==> config.mk <==
export PLATFORM = sky130hd
export DESIGN_NAME = latency_pipe_sched_flat
export DESIGN_NICKNAME = d
export VERILOG_FILES = /design/src/rtl/latency_pipe_sched_if.sv /design/src/rtl/latency_pipe_sched.sv /design/src/flat_wrapper.sv
export SDC_FILE = /design/constraint.sdc
export NUM_CORES = 1
export LEC_CHECK = 0
export CORE_ASPECT_RATIO = 2
export CORE_MARGIN = 8
export CORE_UTILIZATION = 40
export CTS_BUF_LIST = sky130_fd_sc_hd__clkbuf_8
export CTS_CLUSTER_SIZE = 20
export DETAILED_ROUTE_END_ITERATION = 10
export GPL_TIMING_DRIVEN = 0
export MAX_ROUTING_LAYER = met4
export PLACE_DENSITY_LB_ADDON = 0.3
export SYNTH_ARGS = -nofsm -noshare
export SYNTH_HDL_FRONTEND = slang
export SYNTH_SLANG_ARGS = --single-unit
export TNS_END_PERCENT = 5
==> constraint.sdc <==
create_clock -name clkIn -period 2.06 [get_ports clkIn]
set_clock_uncertainty 0.15 [all_clocks]
set_input_delay 0.618 -clock clkIn [delete_from_list [all_inputs] [get_ports clkIn]]
set_output_delay 0.618 -clock clkIn [all_outputs]
set_load 0.02 [all_outputs]
Fig. 1: pin map
Drawn at 2 px/um. Pins as bars across the die edge, other pins in grey.
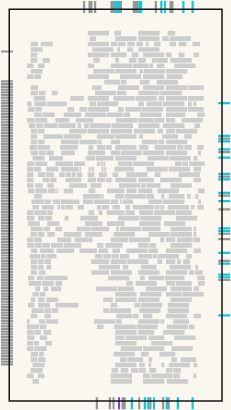
[purple] bus_rspIdOut | pins: 1 | direction: output | edge: bottom
[cyan] bus_rspDataOut | pins: 32 | direction: output | edge: 16 right, 9 top, 7 bottom
all pins by edge: 106 left, 25 right, 22 top, 17 bottom
Die Width: 105.6 um
Buffers on Ports: 169
chip height: 195.2 um

Fig. 2: zoomed window
Window x 54 to 104, y 121 to 171 um. Cells in grey, sequential cells in the stronger grey; small squares are vias.
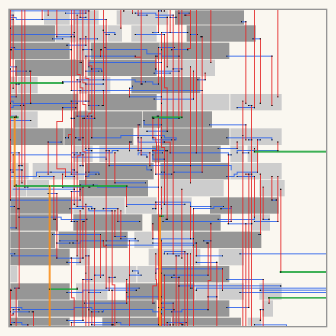
[orange] met4
[red] met2
[green] met3
[blue] met1
sequential cells in the window: 38
cells with their middle in the window: 80
most frequent: edfxtp_1 (38), mux4_2 (11)

Fig. 3: met4 routing
Drawn at 2 px/um. Supply wires on this layer in grey. Cells faint in the background.
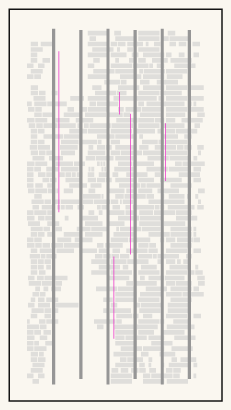
main direction: vertical
wire length on this layer: 231 um
longest straight run: 80.2 um
nets with wire on the layer: 3
share of all routed wire: 1.5%
total number of vias: 3,801
DRT Wirelength: 15,190 um

Fig. 4: clock nets
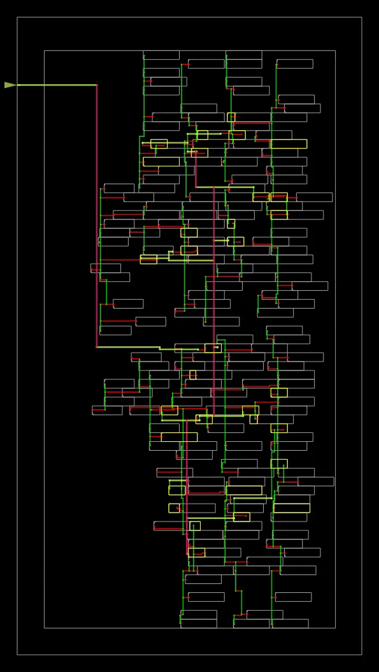
# clk buffers: 20
CTS Buf Count: 17
clock-net power: 2.65 mW

==> impl_metrics.json <==
{
  "cts_max_level": 4,
  "ant_nets": 0,
  "critPathMaxFanout": 5,
  "cts-resized-gates": 430,
  "use_met2_pct": 29.54,
  "clock_cell_area_share_pct": 4.925,
  "setup_slack_ps": -698.5,
  "top_layer": "met4",
  "synth_seq_share_pct": 71.96,
  "crit_type": "register to output pin",
  "slew_violations": 0,
  "cts_tree": "yes",
  "ir_worst_vdd_mv": 0.4587,
  "whs_ps": 205.5,
  "drv_cap": 0,
  "numClockSinks": 159,
  "swShare_pct": 30.32,
  "p_per_area_mw_per_mm2": 1296,
  "chipArea_sq_mm": 0.02061,
  "synth.avg_cell_area_sq_um": 19.64,
  "yosys_warnings": 0,
  "required_ps": 1290,
  "lay_top_count": "edfxtp_1",
  "grt_pass1_wl_um": 24110,
  "yosysCellCount": 327,
  "ff_latch_area_sq_mm": 0.004621,
  "place.gp.congestion": 0.6711,
  "worst_pin_slew_ps": 532.2,
  "ff_count": 159,
  "hold_class": "register to register",
  "status": "finished, violations left",
  "core-area_sq_mm": 0.01578,
  "inv_count": 4,
  "fin_setup_tns_ps": -41250,
  "cts_root_buffer": "clkbuf_8",
  "wl_met2_um": 8697,
  "sh_seq_area_pct": 47.87,
  "comb_area_share_pct": 20.80,
  "clock_latency_ps": 440,
  "start_kind": "register",
  "hold_buffers": 2,
  "dp_hpwl_um": 10530,
  "fin_util_pct": 61.18,
  "intPower_mw": 8.715,
  "lay_top_cells": "edfxtp_1, clkdlybuf4s50_1, buf_6",
  "r2r_setup_slack_ps": -110,
  "setup_viol": 70,
  "area_growth_pct": 50.33,
  "comb_area_sq_mm": 0.002008,
  "first_global_vias": 4566,
  "fin_crit_sh_pct": 133.9,
  "grt_max_degree": 34,
  "grt-ovfl-total": 0,
  "tool_warnings": 32,
  "crit_path_end_kind": "output pin",
  "cts_buffer_depth": 2,
  "initCoreUtil_pct": 40.70,
  "largest_register_ffs": 128,
  "nMultiInputCombCells": 144,
  "n_fill_cell": 1143,
  "post-route-min-period_ps": 2759,
  "synth_cell_type_count": 31,
  "drtPass1Iterations": 4,
  "syn-num-nets": 437,
  "fmax_ghz": 0.3625,
  "power_mw": 12.51,
  "boundaryPins": 170,
  "wl_met3_um": 813,
  "wl_per_cell_um": 20.45,
  "met1_length_um": 5453,
  "drc": 0,
  "crit_arrival_ps": 1990,
  "violations": "setup timing",
  "syn_inst": 327,
  "hold_path_depth": 0,
  "slew_headroom_pct": 64.52,
  "rsz0062_at_grt": "yes",
  "nNetsFinal": 639,
  "final_area_sq_mm": 0.009653,
  "nNonClkBuffers": 203,
  "gr-usage-met3_pct": 4.551,
  "antenna_found_initial": 0,
  "drive_above_1_share_pct": 44.46,
  "synth_area_sq_mm": 0.006421,
  "final_hold_viol_count": 0,
  "place_area_sq_mm": 0.008773,
  "pwr-share-seq_pct": 33.7,
  "via_per_inst": 5.116,
  "p_switching_mw": 3.792,
  "ys.flops": 159,
  "clk_pin_slew_worst_paths_ps": 80,
  "post_cts_buffers": 7,
  "leakage_nw": 3.710,
  "grtUsageTotal_pct": 15.93,
  "combPwrFrac_pct": 45.1,
  "top_usage_layer": "met2",
  "grtUsageMet1_pct": 15.04,
  "nWellTaps": 201,
  "bufAreaShareNonClock_pct": 23.64,
  "rows": 65,
  "dominant_cells": "flip-flops and latches",
  "ys_area_sq_mm": 0.006421,
  "ff2ff_path_depth": 8,
  "clkPwrFrac_pct": 21.2,
  "drt_iter0_drc": 158,
  "antennaDiodeCount": 0
}
-- power groups by stage --
stage / Sequential, mW / Clock (mW) / Combinational (mW)
after detailed placement: 4.25 / 0 / 4.96
final: 4.22 / 2.65 / 5.64
after global placement: 4.23 / 0 / 4.84
after global routing: 4.27 / 2.81 / 6.04
after CTS: 4.21 / 2.71 / 5.53
after floorplan: 4.19 / 0 / 3.03
-- cells in the mapped netlist --
master	count	area, sq um
edfxtp_1	128	3844
and2_1	37	231.5
a22o_1	32	280.3
dfrtp_1	30	750.7
mux4_2	28	630.6
buf_2	12	60.06
ha_1	7	87.58
mux2_2	6	67.56
mux4_1	5	131.4
clkbuf_1	4	15.01
inv_1	4	15.01
xnor2_1	4	35.03
buf_12	3	60.06
nand2_1	3	11.26
or2_2	3	18.77
and3_1	2	12.51
fa_1	2	40.04
nor2_1	2	7.510
nor4_1	2	12.51
o21ai_0	2	10.01
a21oi_1	1	5.000
a31oi_1	1	6.260
buf_6	1	11.26
dfstp_2	1	26.28
mux2i_1	1	10.01
nand2_2	1	6.260
nand2b_1	1	6.260
nand3b_1	1	7.510
nor2b_1	1	6.260
or3_1	1	6.260
xor2_1	1	8.760
-- kinds of logic after synthesis --
kind of cell	Yosys count	synth area share [%]
simple gates	54	5.086
fa+ha+maj	9	1.987
mux	40	13.07
compound gates	36	4.696
flops	159	71.96
xor+xnor	5	0.6820
buf+inv	24	2.514
-- critical path, cell delays in order, from the launching register on --
cell and delay, ps:
dfrtp_1 390, buf_8 150, buf_12 130, buf_16 120
mux4_2 490, and2_4 150, buf_6 120
-- stage by stage --
step	cells	setup WS, ps
final	743	-698.5
after global routing	743	-786.8
after CTS	743	-748.3
after detailed placement	699	-2476
after global placement	697	-2350
after floorplan	327	-116.1
Power figures rest on the tool's default switching activity, not on a simulated workload.
